==> src/rtl/selector2_4_arbiter.sv <==
// Round-robin arbiter sharing one 4-bit two-input selector between two
// requesters, with a valid/ready handshake toward a single consumer.
//
// state  | meaning
// -------+-----------------------------------------------------------
// IDLE   | no owner; s=0, waiting for a request
// GRANT0 | requester 0 owns y (s=0); its beats are acked on ack0
// GRANT1 | requester 1 owns y (s=1); its beats are acked on ack1
module selector2_4_arbiter #(
   parameter int MAX_BURST = 4
) (
   input  logic       clk,
   input  logic       reset_n,
   input  logic       req0,
   input  logic [3:0] d0,
   input  logic       req1,
   input  logic [3:0] d1,
   input  logic       y_ready,
   output logic       s,
   output logic [3:0] y,
   output logic       y_valid,
   output logic       ack0,
   output logic       ack1,
   output logic       busy
);

   typedef enum logic [1:0] {
      IDLE   = 2'd0,
      GRANT0 = 2'd1,
      GRANT1 = 2'd2
   } state_t;

   localparam logic [3:0] BURST_MAX = 4'(MAX_BURST);
   localparam logic [3:0] LAST_BEAT = 4'(MAX_BURST - 1);

   state_t     state, state_nxt;
   logic       last_owner, last_owner_nxt;
   logic [3:0] burst_cnt, burst_cnt_nxt;
   logic       own_req, other_req, xfer;
   state_t     other_grant;

   // Shared datapath: output follows the registered select line.
   assign y = s ? d1 : d0;

   // Owner-relative view of the requests and the handshake outputs.
   always_comb begin
      own_req     = 1'b0;
      other_req   = 1'b0;
      other_grant = IDLE;
      case (state)
         GRANT0: begin
            own_req     = req0;
            other_req   = req1;
            other_grant = GRANT1;
         end
         GRANT1: begin
            own_req     = req1;
            other_req   = req0;
            other_grant = GRANT0;
         end
         default: ;
      endcase
      xfer    = own_req & y_ready;
      y_valid = own_req;
      ack0    = (state == GRANT0) & xfer;
      ack1    = (state == GRANT1) & xfer;
   end

   // Next-state, burst counting and round-robin bookkeeping.
   always_comb begin
      state_nxt      = state;
      last_owner_nxt = last_owner;
      burst_cnt_nxt  = burst_cnt;
      case (state)
         IDLE: begin
            burst_cnt_nxt = 4'd0;
            if (req0 && req1)
               state_nxt = last_owner ? GRANT0 : GRANT1;
            else if (req0)
               state_nxt = GRANT0;
            else if (req1)
               state_nxt = GRANT1;
         end
         GRANT0, GRANT1: begin
            if (!own_req) begin
               // A dropped request (abort or end of data) hands over at once.
               state_nxt      = other_req ? other_grant : IDLE;
               burst_cnt_nxt  = 4'd0;
               last_owner_nxt = (state == GRANT1);
            end else if (xfer && burst_cnt == LAST_BEAT) begin
               // Burst limit only forces a handover when someone is waiting.
               burst_cnt_nxt = 4'd0;
               if (other_req) begin
                  state_nxt      = other_grant;
                  last_owner_nxt = (state == GRANT1);
               end
            end else if (xfer) begin
               burst_cnt_nxt = (burst_cnt == BURST_MAX) ? burst_cnt : burst_cnt + 4'd1;
            end
         end
         default: begin
            state_nxt     = IDLE;
            burst_cnt_nxt = 4'd0;
         end
      endcase
   end

   // State register; s and busy are registered from the next state so they
   // switch on the same edge as ownership and carry no path from y_ready.
   always_ff @(posedge clk or negedge reset_n) begin
      if (!reset_n) begin
         state      <= IDLE;
         last_owner <= 1'b1;
         burst_cnt  <= 4'd0;
         s          <= 1'b0;
         busy       <= 1'b0;
      end else begin
         state      <= state_nxt;
         last_owner <= last_owner_nxt;
         burst_cnt  <= burst_cnt_nxt;
         s          <= (state_nxt == GRANT1);
         busy       <= (state_nxt != IDLE);
      end
   end

endmodule

==> config.mk <==
export PLATFORM = sky130hd
export DESIGN_NAME = selector2_4_arbiter
export DESIGN_NICKNAME = d
export VERILOG_FILES = /design/src/rtl/selector2_4_arbiter.sv
export SDC_FILE = /design/constraint.sdc
export NUM_CORES = 1
export LEC_CHECK = 0
export CORE_ASPECT_RATIO = 1.25
export CORE_MARGIN = 4
export CORE_UTILIZATION = 46
export CTS_CLUSTER_SIZE = 14
export DETAILED_ROUTE_END_ITERATION = 8
export GPL_ROUTABILITY_DRIVEN = 0
export GPL_TIMING_DRIVEN = 0
export PLACE_DENSITY = 0.78
export SYNTH_ARGS = -nofsm -noshare
export SYNTH_HDL_FRONTEND = slang
export SYNTH_SLANG_ARGS = --single-unit
==> constraint.sdc <==
create_clock -name clk -period 2.23 [get_ports clk]
set_input_delay 0.446 -clock clk [delete_from_list [all_inputs] [get_ports clk]]
set_output_delay 0.446 -clock clk [all_outputs]
set_load 0.01 [all_outputs]
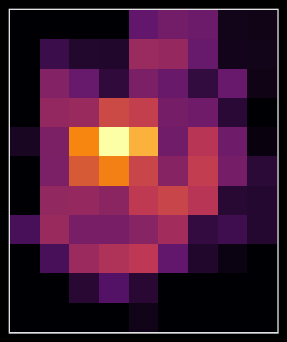
wire_density.png
Drawn at 6 px/um. 9 x 11 tiles, from black (low) to pale yellow (high), scaled to the fullest tile. Values are wire area over tile area, all layers added.
- tiles over half the peak: 11%
- nearly empty tiles: 26%
- densest ninth of the die: centre
- fullest tile: 0.57
- emptiest ninth of the die: south-east
routed length per instance: 15.7 um
final wirelength: 1.95 mm

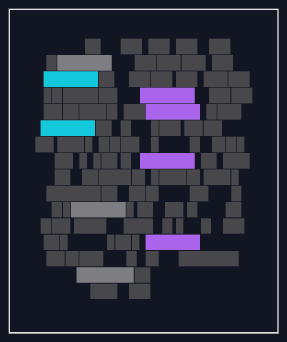
registers.png
Drawn at 6 px/um.
- burst_cnt: purple (placed flops 4)
- state: cyan (placed flops 2)
- not coloured: 3
sequential portion of the cell area: 0.218
power attributed to sequential cells: 0.000251 W
utilization after layout: 0.658
sequential cell area: 226 um2

==> impl_results.html <==
<h3>Flow metrics</h3>
<table>
<tr><th>Metric</th><th>Value</th></tr>
<tr><th colspan="2">Global route</th></tr>
<tr><td>Met1 demand-to-capacity share in global routing</td><td>0.204</td></tr>
<tr><td>Combined global-route utilization of all metal layers</td><td>0.187</td></tr>
<tr><td>Highest-utilization routing layer at the global route stage</td><td>met2</td></tr>
<tr><td>Via count of the first global-routing pass</td><td>759</td></tr>
<tr><td>Total congestion overflow</td><td>0</td></tr>
<tr><td>Wire length of the first global-routing pass</td><td>3.28 mm</td></tr>
<tr><td>Initial antenna violation count</td><td>0</td></tr>
<tr><td>Met2 usage</td><td>0.333</td></tr>
<tr><td>Pin count of the biggest net entering global routing</td><td>11</td></tr>
<tr><td>Met3 GRT Util</td><td>0.0301</td></tr>
<tr><th colspan="2">Synth</th></tr>
<tr><td>Cell count listed in synth_stat.txt</td><td>81</td></tr>
<tr><td>Most used standard cells in the synthesized netlist</td><td>sky130_fd_sc_hd__a21oi_1 (8), sky130_fd_sc_hd__dfrtp_1 (8), sky130_fd_sc_hd__ha_1 (6), sky130_fd_sc_hd__nor2_1 (6), sky130_fd_sc_hd__inv_1 (5)</td></tr>
<tr><td>Gate Count Post-Synth</td><td>81</td></tr>
<tr><td>Yosys stat area</td><td>768 um2</td></tr>
<tr><td>Cell area leaders</td><td>sky130_fd_sc_hd__dfrtp_1 (26%), sky130_fd_sc_hd__ha_1 (9.8%), sky130_fd_sc_hd__mux2_2 (5.9%), sky130_fd_sc_hd__a21oi_1 (5.2%), sky130_fd_sc_hd__nand4b_1 (4.6%)</td></tr>
<tr><td>Synthesized area per cell</td><td>9.48 um2</td></tr>
<tr><td>Cell taking the most area after synthesis</td><td>sky130_fd_sc_hd__dfrtp_1</td></tr>
<tr><td>Fraction of the yosys area taken by sequential cells</td><td>0.295</td></tr>
<tr><td>Synth top area share</td><td>0.261</td></tr>
<tr><td>Post-synthesis register bit count</td><td>9</td></tr>
<tr><td>Main flop type after synthesis</td><td>sky130_fd_sc_hd__dfrtp_1</td></tr>
<tr><td>Number of synthesis warnings</td><td>0</td></tr>
<tr><td>Synthesized area</td><td>768 um2</td></tr>
<tr><th colspan="2">Timing</th></tr>
<tr><td>Remaining max-slew budget at the tightest pin</td><td>0.715</td></tr>
<tr><td>Unrepaired setup endpoints after global routing</td><td>false</td></tr>
<tr><td>Number of setup violations in the final report</td><td>0</td></tr>
<tr><td>Final period utilization</td><td>0.948</td></tr>
<tr><td>Hold Vio Cnt, Final</td><td>0</td></tr>
<tr><td>Worst slew pin tran</td><td>0.426 ns</td></tr>
<tr><td>Post-Route Skew</td><td>0.000827 ns</td></tr>
<tr><td>Achievable Freq</td><td>0.473 GHz</td></tr>
<tr><td>Final hold slack</td><td>0.487 ns</td></tr>
<tr><td>Setup TNS</td><td>0 ns</td></tr>
<tr><th colspan="2">Final layout</th></tr>
<tr><td>Inserted Diodes</td><td>0</td></tr>
<tr><td>Share of cells above drive strength 1</td><td>0.283</td></tr>
<tr><td>Most used cells in the layout excluding fill and tap cells</td><td>sky130_fd_sc_hd__clkdlybuf4s50_1 (16), sky130_fd_sc_hd__a21oi_1 (8), sky130_fd_sc_hd__dfrtp_1 (8), sky130_fd_sc_hd__buf_4 (6), sky130_fd_sc_hd__nor2_1 (6)</td></tr>
<tr><td>Most frequent logic cell in the layout</td><td>sky130_fd_sc_hd__clkdlybuf4s50_1</td></tr>
<tr><td>Filler cell count in the final layout</td><td>142</td></tr>
<tr><th colspan="2">Critical path</th></tr>
<tr><td>Sum of buffers and inverters on the critical path</td><td>3</td></tr>
<tr><td>Top Family by Delay on Critical Path</td><td>flip-flops</td></tr>
<tr><td>CP Data Required Time</td><td>1.78 ns</td></tr>
<tr><td>Reg-to-Reg End</td><td>s$_DFF_PN0_</td></tr>
<tr><td>Category of the critical setup timing path</td><td>reg -&gt; out</td></tr>
<tr><td>Arrival time of the worst setup path</td><td>1.67 ns</td></tr>
<tr><td>Highest net fanout along the worst path</td><td>8</td></tr>
<tr><td>Kind of start point of the critical path</td><td>register</td></tr>
<tr><td>Worst reg2reg startpoint</td><td>state[0]$_DFF_PN0_</td></tr>
<tr><th colspan="2">Die</th></tr>
<tr><td>Number of rows created at floorplan</td><td>16</td></tr>
<tr><td>Core Area</td><td>1580 um2</td></tr>
<tr><td>Fp util</td><td>0.486</td></tr>
<tr><td>Horiz. Die Dim</td><td>44.6 um</td></tr>
<tr><td>Height of the die</td><td>53.7 um</td></tr>
<tr><td>I/O Pins</td><td>22</td></tr>
<tr><th colspan="2">Pwr</th></tr>
<tr><td>Clock network power share</td><td>0.134</td></tr>
<tr><td>Maximum resistive drop on vdd</td><td>0.000733 V</td></tr>
<tr><td>Standby leakage power</td><td>0.430 nW</td></tr>
<tr><td>Switching pwr</td><td>0.000370 W</td></tr>
<tr><td>Sequential power share</td><td>0.263</td></tr>
<tr><td>Part of the total power dissipated in combinational logic</td><td>0.603</td></tr>
<tr><th colspan="2">Job</th></tr>
<tr><td>Maximum capacitance violations</td><td>0</td></tr>
<tr><td>Total number of warnings across the stage logs</td><td>30</td></tr>
<tr><th colspan="2">Routing</th></tr>
<tr><td>ANT nets after route</td><td>0</td></tr>
<tr><td>Count of TritonRoute iterations in the first routing pass</td><td>8</td></tr>
<tr><td>Wire length the detailed router placed on met1</td><td>770 um</td></tr>
<tr><td>Met2 Routed Length</td><td>1.06 mm</td></tr>
<tr><td>First DRT Iteration DRCs</td><td>11</td></tr>
<tr><td>Vias per cell</td><td>5.91</td></tr>
<tr><td>Routed vias</td><td>733</td></tr>
<tr><td>Met3 wirelength from detailed routing</td><td>81 um</td></tr>
<tr><td>Highest Signal Layer</td><td>met4</td></tr>
<tr><th colspan="2">Clocking</th></tr>
<tr><td>Register clock-pin slew on the reported worst setup and hold paths</td><td>0.06 ns</td></tr>
<tr><td>Quantity of gates resized following cts</td><td>14</td></tr>
<tr><td>Hold-fix buffers, CTS</td><td>0</td></tr>
<tr><td>Largest buffer count on any clock path</td><td>2</td></tr>
<tr><td>TritonCTS clock tree</td><td>yes</td></tr>
<tr><th colspan="2">Placement</th></tr>
<tr><td>HPWL reported at the end of detailed placement</td><td>1.47 mm</td></tr>
<tr><td>Placement Setup Slack</td><td>-0.229 ns</td></tr>
<tr><td>Count of buffers from port buffering</td><td>19</td></tr>
<tr><th colspan="2">Worst hold path</th></tr>
<tr><td>Type of the tightest min-delay check</td><td>in -&gt; async</td></tr>
<tr><th colspan="2">Status</th></tr>
<tr><td>Status</td><td>complete, no violations</td></tr>
</table>
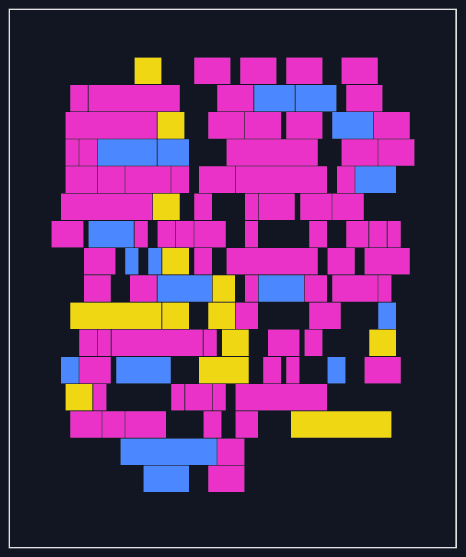
drive_strength.png
Drawn at 10 px/um.
- drive 1 or less: magenta (cells 76; most used clkdlybuf4s50_1)
- drive 2: blue (cells 17; most used mux2_2)
- drive 3 to 4: yellow (cells 13; most used buf_4)
fin area: 1040 um2
growth of design area from synthesis to finish: 35.5%
min setup slack post-route: 0.115 ns
number of buffers outside the clock class in the layout: 26

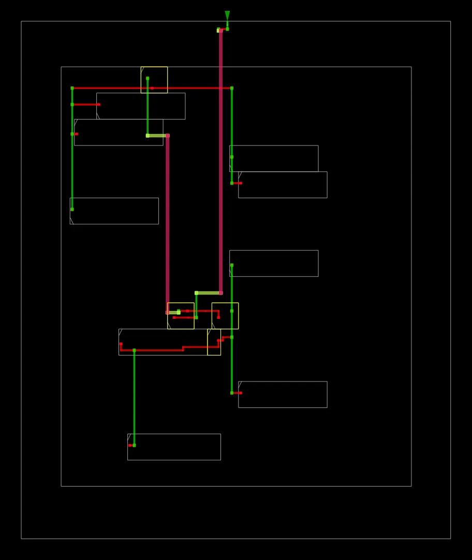
final_clocks.png
number of CTS-inserted buffers: 3
FF+latch count: 9
later-pin clock latency in the skew report: 0.26 ns
number of clock sinks: 9

[power groups by stage]
| stage | clock, W | combinational (W) | sequential (W) |
|---|---|---|---|
| global placement | 0 | 0.000479 | 0.000251 |
| global route | 0.000142 | 0.000633 | 0.000256 |
| CTS | 0.000133 | 0.000553 | 0.000250 |
| detailed placement | 0 | 0.000497 | 0.000254 |
| finish | 0.000128 | 0.000575 | 0.000251 |
| floorplan | 0 | 0.000322 | 0.000253 |
[logic make-up after synthesis]
family	count (synthesis)	share of synthesized area
xor+xnor	1	0.0114
flops	9	0.295
compound gates	22	0.199
fa+ha+maj	6	0.0977
mux	5	0.0733
simple gates	27	0.256
buf+inv	11	0.0684
[layout make-up]
type | count | area [um2] | share of cell area
plain buffers | 3 | 20.0 | 0.0192
multi-input cells | 61 | 512 | 0.492
well taps | 18 | 22.5 | 0.0216
inverters | 6 | 25.0 | 0.0240
clock buffers | 4 | 26.3 | 0.0252
flip-flops and latches | 9 | 226 | 0.218
repair buffers | 23 | 209 | 0.201
[stage by stage]
stage,std cells,cell area [um2],total power [W]
floorplan,81,768,0.000575
global placement,118,981,0.000730
detailed placement,118,981,0.000751
CTS,126,1030,0.000936
global route,124,1040,0.00103
finish,124,1040,0.000954
[flip-flops by register name, summed over array words and instances (netlist names)]
signal and cells:
busy 1, burst_cnt 4, state 2, s 1
last_owner 1
[worst max path at each step]
stage	startpoint	to	slack [ns]
detailed placement	state[0]$_DFF_PN0_	ack0	-0.23
global route	state[1]$_DFF_PN0_	ack0	0.01
global placement	state[0]$_DFF_PN0_	ack0	-0.16
CTS	state[0]$_DFF_PN0_	ack0	0.01
finish	state[1]$_DFF_PN0_	ack0	0.12
floorplan	state[0]$_DFF_PN0_	ack0	0.38
Power figures rest on the tool's default switching activity, not on a simulated workload.
